Figure 1. Routed metal, one color a layer (run 1).
Two of the layers only.
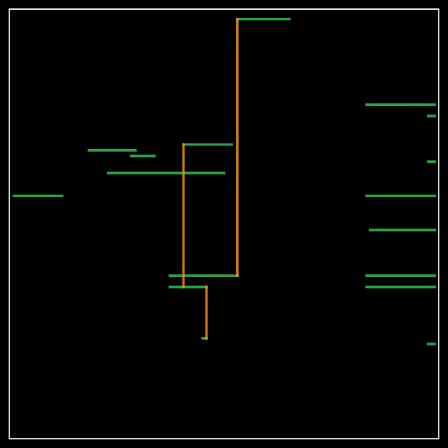
Figure 2. Pin placement (run 1).
Pins as bars across the die edge, other pins in gray.
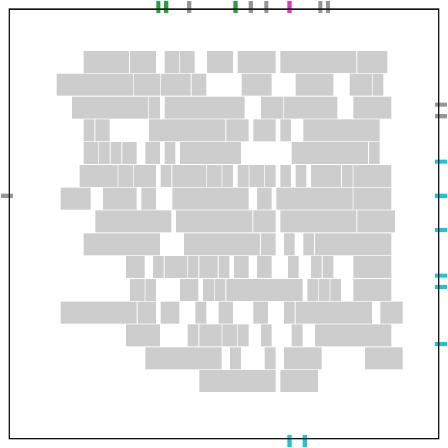
Figure 3. Track usage over the die (run 1).
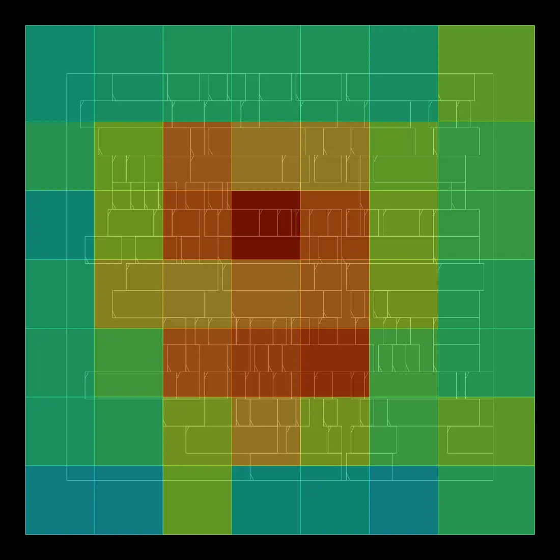
Figure 4. Placed cells, one color a class (run 1).
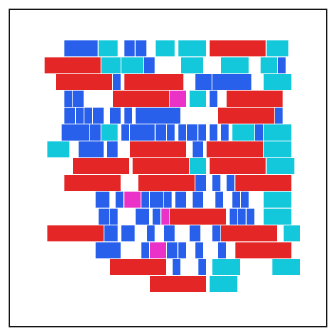
## config.mk

```make
export PLATFORM = sky130hd
export DESIGN_NAME = serial_deserializer
export DESIGN_NICKNAME = d
export VERILOG_FILES = /design/src/rtl/serial_deserializer.sv
export SDC_FILE = /design/constraint.sdc
export NUM_CORES = 1
export LEC_CHECK = 0
export ABC_AREA = 1
export CORE_MARGIN = 4
export CORE_UTILIZATION = 48
export DETAILED_ROUTE_END_ITERATION = 8
export HOLD_SLACK_MARGIN = 0.03
export PLACE_DENSITY = 0.81
export SLEW_MARGIN = 25
export SYNTH_ARGS = -nofsm -noshare
export SYNTH_HDL_FRONTEND = slang
export SYNTH_SLANG_ARGS = --single-unit
export TNS_END_PERCENT = 5
```

## constraint.sdc

```tcl
create_clock -name clk -period 1.4 [get_ports clk]
set_input_delay 0.21 -clock clk [delete_from_list [all_inputs] [get_ports clk]]
set_output_delay 0.21 -clock clk [all_outputs]
set_load 0.005 [all_outputs]
```

## src/rtl/serial_deserializer.sv

```systemverilog
// Serial-to-parallel deserializer: assembles WIDTH-bit words from a registered serial bit
// and hands them out through a valid/ready output register. The shift register and the
// output register are separate. A word that completes while the output register is still
// occupied is dropped, and the sticky overrun flag is set.
module serial_deserializer #(
    parameter int unsigned WIDTH     = 8,
    parameter bit          MSB_FIRST = 1'b1
) (
    input  logic                     clk,
    input  logic                     rst,
    input  logic                     din,
    input  logic                     din_valid,
    input  logic                     flush,
    input  logic                     out_ready,
    output logic [WIDTH-1:0]         out_data,
    output logic                     out_valid,
    output logic                     busy,
    output logic [$clog2(WIDTH)-1:0] bit_count,
    output logic                     overrun
);

    localparam int unsigned       CW       = $clog2(WIDTH);
    localparam logic [CW-1:0]     LAST_CNT = CW'(WIDTH - 1);

    typedef enum logic {
        StIdle,
        StShift
    } state_t;

    state_t             r_state;
    state_t             w_state_next;
    logic [WIDTH-1:0]   r_shift;
    logic [WIDTH-1:0]   w_shift_next;
    logic [WIDTH-1:0]   w_shift_ins;
    logic [CW-1:0]      r_count;
    logic [CW-1:0]      w_count_next;
    logic               w_complete;
    logic [WIDTH-1:0]   r_out_data;
    logic [WIDTH-1:0]   w_out_data_next;
    logic               r_out_valid;
    logic               w_out_valid_next;
    logic               r_overrun;
    logic               w_overrun_next;

    // Shift register with the new bit inserted at the end selected by MSB_FIRST.
    always_comb begin
        if (MSB_FIRST) begin
            w_shift_ins = {r_shift[WIDTH-2:0], din};
        end else begin
            w_shift_ins = {din, r_shift[WIDTH-1:1]};
        end
    end

    // Capture FSM next state. flush wins over any bit that is sampled on the same edge.
    always_comb begin
        w_state_next = r_state;
        w_shift_next = r_shift;
        w_count_next = r_count;
        w_complete   = 1'b0;
        if (flush) begin
            w_state_next = StIdle;
            w_shift_next = '0;
            w_count_next = '0;
        end else if (din_valid) begin
            unique case (r_state)
                StIdle: begin
                    w_shift_next = w_shift_ins;
                    w_count_next = CW'(1);
                    w_state_next = StShift;
                end
                StShift: begin
                    w_shift_next = w_shift_ins;
                    if (r_count == LAST_CNT) begin
                        w_complete   = 1'b1;
                        w_count_next = '0;
                        w_state_next = StIdle;
                    end else begin
                        w_count_next = r_count + CW'(1);
                    end
                end
                default: begin
                    w_state_next = StIdle;
                end
            endcase
        end
    end

    // Output register. A completed word loads when the slot is free or is drained on this
    // same edge; otherwise the word is dropped and overrun is flagged.
    always_comb begin
        w_out_data_next  = r_out_data;
        w_out_valid_next = r_out_valid;
        w_overrun_next   = r_overrun;
        if (w_complete) begin
            if (!r_out_valid || out_ready) begin
                w_out_data_next  = w_shift_ins;
                w_out_valid_next = 1'b1;
            end else begin
                w_overrun_next = 1'b1;
            end
        end else if (r_out_valid && out_ready) begin
            w_out_valid_next = 1'b0;
        end
    end

    // State and datapath registers, cleared asynchronously.
    always_ff @(posedge clk or posedge rst) begin
        if (rst) begin
            r_state     <= StIdle;
            r_shift     <= '0;
            r_count     <= '0;
            r_out_data  <= '0;
            r_out_valid <= 1'b0;
            r_overrun   <= 1'b0;
        end else begin
            r_state     <= w_state_next;
            r_shift     <= w_shift_next;
            r_count     <= w_count_next;
            r_out_data  <= w_out_data_next;
            r_out_valid <= w_out_valid_next;
            r_overrun   <= w_overrun_next;
        end
    end

    assign out_data  = r_out_data;
    assign out_valid = r_out_valid;
    assign busy      = (r_state == StShift);
    assign bit_count = r_count;
    assign overrun   = r_overrun;

endmodule
```

==> job_summary.md, run 1 <==
## Synthesis and layout report

| Metric | Value |
|---|---|
| P_leak | 0.8051 nW |
| Syn_area_per_cell | 9.898 um^2 |
| Number of cells in Yosys stat | 90 |
| Setup crit start kind | flip-flop |
| CTS tree | done |
| Area Overhead vs Synth | 35.11% |
| Crit Path Max Fanout | 8 |
| Final setup viols | 0 |
| Post-DRT Antenna Nets | 0 |
| Critical Path Sink Type | flip-flop |
| Post-Synthesis Cells | 90 |
| Top cells excl fill/tap | 25 x nand2_1, 20 x dfrtp_1, 14 x nand3_1, 11 x dlymetal6s2s_1, 8 x inv_1 |
| HP Class | primary input to asynchronous set/reset pin |
| FMAX | 731.8 MHz |
| Final HPWL DP | 1312 um |
| First-pass GRT wire length | 3015 um |
| Status | complete, no violations |
| TritonRoute pass-1 iters | 4 |
| Crit path kind | flip-flop to flip-flop |
| Worst vdd ir | 0.0005134 V |
| Cell area after synthesis | 890.9 um^2 |
| Placement Cell Area | 1130 um^2 |
| PD cells | 835.3 nW/um^2 |
| Diodes inserted | 0 |
| Inserted Clock Buffers | 3 |
| Period utilization | 0.9761 |
| Floorplan utilization | 0.5104 |
| Most numerous logic cell after layout | nand2_1 |
| Final Slew Violations | 0 |
| Yosys chip area | 890.9 um^2 |
| Worst-path clk slew | 0.11 ns |
| Initial antenna violation count | 0 |
| Clk ins delay skew pair | 0.31 ns |
| Post-Syn Nets | 98 |
| Synth Register Bits | 21 |
| Clk sink count | 21 |
| Layout Nets | 126 |
| DRC Markers | 0 |
| Grt ovf | 0 |
| Worst Skew | 0.003422 ns |
| Vias in the first global route | 671 |
| DR iter-0 viols | 13 |
| Unrepaired setup endpoints after global routing | true |
| Gp weighted congestion | 0.8163 |
| Ratio of cells with drive above 1 in the final layout | 0.1538 |
| Slew headroom | 0.8248 |
| CP arrival | 1.57 ns |
| Clock root buffer master | clkbuf_4 |
| CTS Hold Bufs | 0 |
| Critical path data required time | 1.60 ns |
| Worst slew pin tran | 0.2628 ns |
| Drt via density | 5.099 |
| Die area | 2609 um^2 |
| Fin crit period | 1.367 ns |
| Via Count | 724 |
| Sequential share of the synthesized area | 0.5899 |
| Tool warnings | 27 |
| Yosys cell types | 16 |
| Boundary Pins | 20 |
| Largest net degree at the start of global routing | 22 |
| Max H-tree Level | 1 |
| Hold Vio Cnt, Final | 0 |
| Clock Path Buffers | 2 |
| Synth warn | 0 |
| Max-cap violations | 0 |
-- Figure 1 (at the start) --
| layer | color | wire length |
|---|---|---|
| metal 3 | green | 94.9 um |
| metal 4 | orange | 53.7 um |
Tot GR Track Use: 0.1593
Routed WL: 1925 um
Routed wire per std cell: 13.56 um

-- Figure 2 (at the start) --
| port | color | pins | direction | edge |
|---|---|---|---|---|
| out_data | cyan | 8 | output | 6 right, 2 bottom |
| bit_count | green | 3 | output | top |
| clk | magenta | 1 | input | top |
PortBufs: 19
Die Ht: 51.08 um
Die X: 51.08 um

-- Figure 3 (at the start) --
met1 Track Usage GR: 0.1917
M2 GR Usage: 0.2597
gr busiest metal: met2
Core Util, Final: 0.6896
met3 usage: 0.02624

-- Figure 4 (at the start) --
| class | color | cells | share of their area |
|---|---|---|---|
| flops | red | 21 | 45% |
| clock drivers and dummy loads | magenta | 4 | 2.2% |
| other buffers and delay cells | cyan | 24 | 21% |
| combinational and other logic | blue | 68 | 31% |
Core Region: 1745 um^2
final instance area: 1204 um^2
flop share of the area: 0.4376
Rows: 15

[run 1: metrics by stage]
stage	TNS [ns]	total power, mW	setup slack, ns	cells	hold WS (ns)
2_1_floorplan	0	0.6746	0.1597	90	0.1865
3_3_place_gp	0	0.7171	0.05267	136	0.4557
3_5_place_dp	0	0.7205	0.02757	136	0.4591
4_1_cts	0	1.007	0.003563	141	0.2292
5_1_grt	-0.1768	1.050	-0.05283	142	0.2470
6_report	0	1.005	0.03347	142	0.2225
[run 1: power by group]
part / internal [mW] / switching [mW]
Sequential: 0.616 / 0.00719
Combinational: 0.0368 / 0.0506
Clock: 0.111 / 0.183
Total: 0.764 / 0.241
[run 1: cell families (layout without fill, tap and decap cells)]
logic type,count (synthesis),in the layout,share of synthesized area
flops,21,21,0.5899
simple gates,44,44,0.2584
buf+inv,12,39,0.05196
compound gates,11,11,0.07163
fa+ha+maj,2,2,0.02809
[run 1: synthesized netlist by cell type, drive strengths merged]
cell type	instances	area share
nor2	2	0.035
ha	2	0.028
nand3	15	0.098
dfrtp	21	0.59
nand2	27	0.13
o21bai	1	0.0084
inv	11	0.046
buf	1	0.0056
o22ai	5	0.035
o21ai	5	0.028
[run 1: worst max-delay path, stage by stage (launching register included)]
cell and delay, ns:
dfrtp_1 0.42, ha_1 0.18, ha_2 0.21, nand2_4 0.09, inv_2 0.11, nand3_4 0.12, nand2_1 0.08, nand2_1 0.05
[run 1: path summary, 6_finish.rpt]
check	cells after the start	slack (ns)	endpoint	from
worst min-delay path	3	0.22	out_data[6]$_DFFE_PP0P_	rst
min in group clk	2	0.48	out_data[5]$_DFFE_PP0P_	out_data[5]$_DFFE_PP0P_
worst max-delay path	7	0.03	out_data[7]$_DFFE_PP0P_	bit_count[0]$_DFFE_PP0P_
worst min register to register	2	0.48	out_data[5]$_DFFE_PP0P_	out_data[5]$_DFFE_PP0P_
max in group asynchronous	3	0.95	busy$_DFFE_PP0P_	rst
worst max register to register	7	0.03	out_data[7]$_DFFE_PP0P_	bit_count[0]$_DFFE_PP0P_
[run 1: flip-flops by register name (all words and copies together) (netlist names)]
| signal | count |
|---|---|
| busy | 1 |
| r_shift | 7 |
| bit_count | 3 |
| out_data | 8 |
| overrun | 1 |
| out_valid | 1 |
[run 1: cell type report]
| cell class | instances | area [um^2] |
|---|---|---|
| fillers | 143 | 541.8 |
| flip-flops and latches | 21 | 526.8 |
| multi-input cells | 57 | 326.6 |
| repair buffers | 24 | 251.5 |
| inverters | 11 | 41.29 |
| well taps | 25 | 31.28 |
| clock buffers | 4 | 26.28 |
[run 1: what timing repair did]
item | CTS | global route
setup endpoints to repair | 4 | 21
resized | 4 | 13
setup buffers | 1 | 1
[run 1: layer usage]
metal	routed length (um)	up-vias	share of wire
met5	0	-	0
met4	53	0	0.028
met1	780	346	0.41
li1	-	351	-
met3	94	6	0.049
met2	996	21	0.52
## Run 2: what changed since run 1
--- a/config.mk
+++ b/config.mk
@@ -7,10 +7,11 @@
 export LEC_CHECK = 0
 export ABC_AREA = 1
 export CORE_MARGIN = 4
-export CORE_UTILIZATION = 48
+export CORE_UTILIZATION = 43
 export DETAILED_ROUTE_END_ITERATION = 8
 export HOLD_SLACK_MARGIN = 0.03
-export PLACE_DENSITY = 0.81
+export MAX_ROUTING_LAYER = met4
+export PLACE_DENSITY = 0.77
 export SLEW_MARGIN = 25
 export SYNTH_ARGS = -nofsm -noshare
 export SYNTH_HDL_FRONTEND = slang
==> constraint.sdc (replaced) <==
create_clock -name clk -period 1.2 [get_ports clk]
set_input_delay 0.18 -clock clk [delete_from_list [all_inputs] [get_ports clk]]
set_output_delay 0.18 -clock clk [all_outputs]
set_load 0.005 [all_outputs]
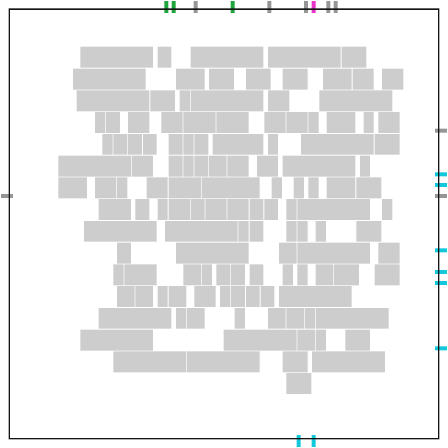
Figure 5: run 2, pin placement.
Pins as bars across the die edge, other pins in gray.
| port | color | pins | direction | edge |
|---|---|---|---|---|
| bit_count | green | 3 | output | top |
| out_data | cyan | 8 | output | 6 right, 2 bottom |
| clk | magenta | 1 | input | top |
Die X: 53.52 um
Die Ht: 53.52 um

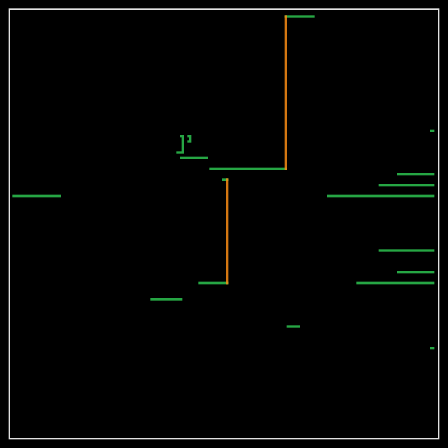
Figure 6: run 2, routed metal, one color a layer.
Two of the layers only.
| layer | color | wire length |
|---|---|---|
| metal 4 | orange | 32.0 um |
| metal 3 | green | 79.8 um |
Routed wire per std cell: 11.45 um
Via Count: 734

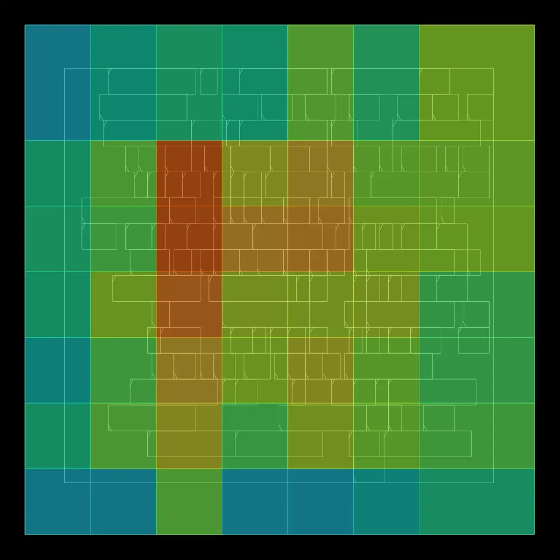
Figure 7: run 2, track usage over the die.
met1 Track Usage GR: 0.1731
Core Util, Final: 0.6569
Tot GR Track Use: 0.1446
M2 GR Usage: 0.2408
met3 usage: 0.02817

==> job_summary.md, run 2 <==
## Synthesis and layout report

| Metric | Value |
|---|---|
| P_leak | 0.7139 nW |
| Dpl ws | -0.09328 ns |
| Overall power | 1.191 mW |
| Post-Syn Nets | 98 |
| Clk ins delay skew pair | 0.30 ns |
| Post-synth top area cell | dfrtp_1 |
| Final setup viols | 11 |
| Final instance area | 1289 um^2 |
| Post-DRT Antenna Nets | 0 |
| DRC Markers | 0 |
| Crit path kind | flip-flop to flip-flop |
| Area fraction in mux cells | 0 |
| Post-Synthesis Cells | 90 |
| Most numerous logic cell after layout | dfrtp_1 |
| First-pass GRT wire length | 2884 um |
| Die area | 2864 um^2 |
| Adder Area Share | 0.02809 |
| Ys async rst share | 1.000 |
| Tool warnings | 28 |
| Worst path cell trace | buf_6, ha_4, ha_4, nand2_4, inv_4, nand3_4, nand2_1, nand2_1 |
| Yosys top cell area share | 0.5899 |
| Clk sink count | 21 |
| CTS Hold Bufs | 0 |
| Gp weighted congestion | 0.7528 |
| Seq pwr share | 0.609 |
| Count of flip-flops with a built-in enable after synthesis | 0 |
| Final Slew Violations | 0 |
| Top cells, area | dfrtp_1 59%, nand2_1 11%, nand3_1 7.9% |
| Floorplan utilization | 0.4541 |
| Setup crit start kind | flip-flop |
| Worst vdd ir | 0.0004608 V |
| Clock share of power | 0.286 |
| Top cells excl fill/tap | 21 x dfrtp_1, 20 x nand2_1, 14 x nand3_1, 14 x buf_4, 13 x dlygate4sd2_1 |
| Clock Path Buffers | 2 |
| Unrepaired setup endpoints after global routing | true |
| Worst Setup SP | bit_count[0]$_DFFE_PP0P_ |
| Ys flop type | dfrtp_1 |
| Critical path data required time | 1.45 ns |
| Highest-delay cell along the critical path | dfrtp_1 |
| Diodes inserted | 0 |
| Failing checks | setup timing |
| Syn_area_per_cell | 9.898 um^2 |
| Placement Cell Area | 1215 um^2 |
| Placed cells | 146 |
| Top logic family | simple AND/OR/NAND/NOR gates |
| Reg2reg start | bit_count[0]$_DFFE_PP0P_ |
| Pint | 0.9042 mW |
| Synth warn | 0 |
| Boundary Pins | 20 |
| Layout Nets | 137 |
| DR iter-0 viols | 18 |
| Grt ovf | 0 |
| Worst-path clk slew | 0.12 ns |
| Largest net degree at the start of global routing | 22 |
| XOR-XNOR Cells, Area Fraction | 0 |
| Slew headroom | 0.8268 |
| Largest register FFs | 8 |
| Yosys chip area | 890.9 um^2 |
| Period utilization | 1.086 |
| FMAX | 767.3 MHz |
| Initial antenna violation count | 0 |
| Yosys simple share | 0.2584 |
| Clock root buffer master | clkbuf_4 |
| Hold Vio Cnt, Final | 0 |
| CTS tree | done |
| Setup TNS | -0.8140 ns |
| PD cells | 923.8 nW/um^2 |
| Vias in the first global route | 700 |
| Inserted Clock Buffers | 3 |
| Rows | 16 |
| Ratio of cells with drive above 1 in the final layout | 0.2813 |
| Yosys cell types | 16 |
| Worst slew pin tran | 0.2597 ns |
| Net Switching | 0.2864 mW |
| Most common cell in the netlist | nand2_1 |
| Fillers | 168 |
| Max-cap violations | 0 |
| Comb pwr share | 0.105 |
| Synth Register Bits | 21 |
| PortBufs | 19 |
| Final HPWL DP | 1342 um |
| Sequential share of the synthesized area | 0.5899 |
| TritonRoute pass-1 iters | 4 |
| Switching share of power | 0.2405 |
| Cell area after synthesis | 890.9 um^2 |
| Routed WL | 1775 um |
| Core Region | 1962 um^2 |
| Critical Path Sink Type | flip-flop |
| Cell Count, Final, Fillers Out | 155 |
| Setup ws final | -0.1033 ns |
| Status | complete, but fails checks |
| Area Overhead vs Synth | 44.66% |
| Max H-tree Level | 1 |
| Crit Path Max Fanout | 8 |
| Compound Share, Synth | 0.07163 |
| HP Class | primary input to asynchronous set/reset pin |
| Drt via density | 4.735 |
| Largest stage delay, worst path | 0.41 ns |
| Fin crit period | 1.303 ns |
| Synth cell count leaders | 25 x nand2_1, 21 x dfrtp_1, 14 x nand3_1 |
| CP arrival | 1.55 ns |
| Worst Skew | 0.004367 ns |
| Number of cells in Yosys stat | 90 |
-- run 2: cell counts after synthesis --
Identical to the previous run, type by type.
-- run 2: cells by family after synthesis --
group | count (synthesis)
buffers and inverters | 12
AOI/OAI and AO/OA | 11
and+or+nand+nor | 44
adders and majority gates | 2
DFF | 21
-- run 2: area by class of cell --
class	instances	area [um^2]	area share
Clock buffer	3	22.52	0.01748
Clock inverter	1	5.005	0.003883
Sequential cell	21	525.5	0.4078
Tap cell	27	33.78	0.02621
Timing Repair Buffer	35	296.5	0.2301
Inverter	11	43.79	0.03398
Multi-Input combinational cell	57	361.6	0.2806
-- run 2: power groups by stage --
| stage | Sequential, mW | Combinational, mW | Clock, mW |
|---|---|---|---|
| floorplan | 0.743 | 0.0459 | 0 |
| global placement | 0.739 | 0.118 | 0 |
| detailed placement | 0.739 | 0.121 | 0 |
| CTS | 0.724 | 0.123 | 0.349 |
| global route | 0.726 | 0.139 | 0.381 |
| finish | 0.725 | 0.125 | 0.340 |
-- run 2: critical path, delay by kind of cell (launching register included) --
family                     cells  cell delay [ns]
DFF                            1             0.41
buffers and inverters          2             0.18
adders and majority gates      2             0.30
and+or+nand+nor                4             0.37
-- run 2: metrics by stage --
step	hold WS [ns]	utilization
after global placement	0.4576	0.6193
after global routing	0.2235	0.6569
after CTS	0.2201	0.6441
final	0.2071	0.6569
after floorplan	0.1565	-
after detailed placement	0.4583	0.6193
-- run 2: path summary, 6_finish.rpt --
| check | to | slack (ns) | cells after the start |
|---|---|---|---|
| max in group asynchronous | out_data[5]$_DFFE_PP0P_ | 0.78 | 3 |
| min in group clk | out_data[0]$_DFFE_PP0P_ | 0.48 | 3 |
| worst min register to register | out_data[7]$_DFFE_PP0P_ | 0.48 | 2 |
| worst max-delay path | out_data[0]$_DFFE_PP0P_ | -0.10 | 8 |
| worst max register to register | out_data[0]$_DFFE_PP0P_ | -0.10 | 8 |
| worst min-delay path | out_valid$_DFFE_PP0P_ | 0.21 | 3 |
-- run 2: per-layer routing --
metal,global-route usage,routed length [um]
met1,0.1731,780
met2,0.2408,883
met3,0.02817,79
met4,0.05106,31
met5,-,0
-- run 2: repair_timing --
action / CTS / global route
setup buffers: 5 / 0
gates resized: 16 / 9
cloned: 0 / 0
endpoints found under the setup margin: 22 / 14
pin swaps: 2 / 3
Power and IR drop assume default switching activity.
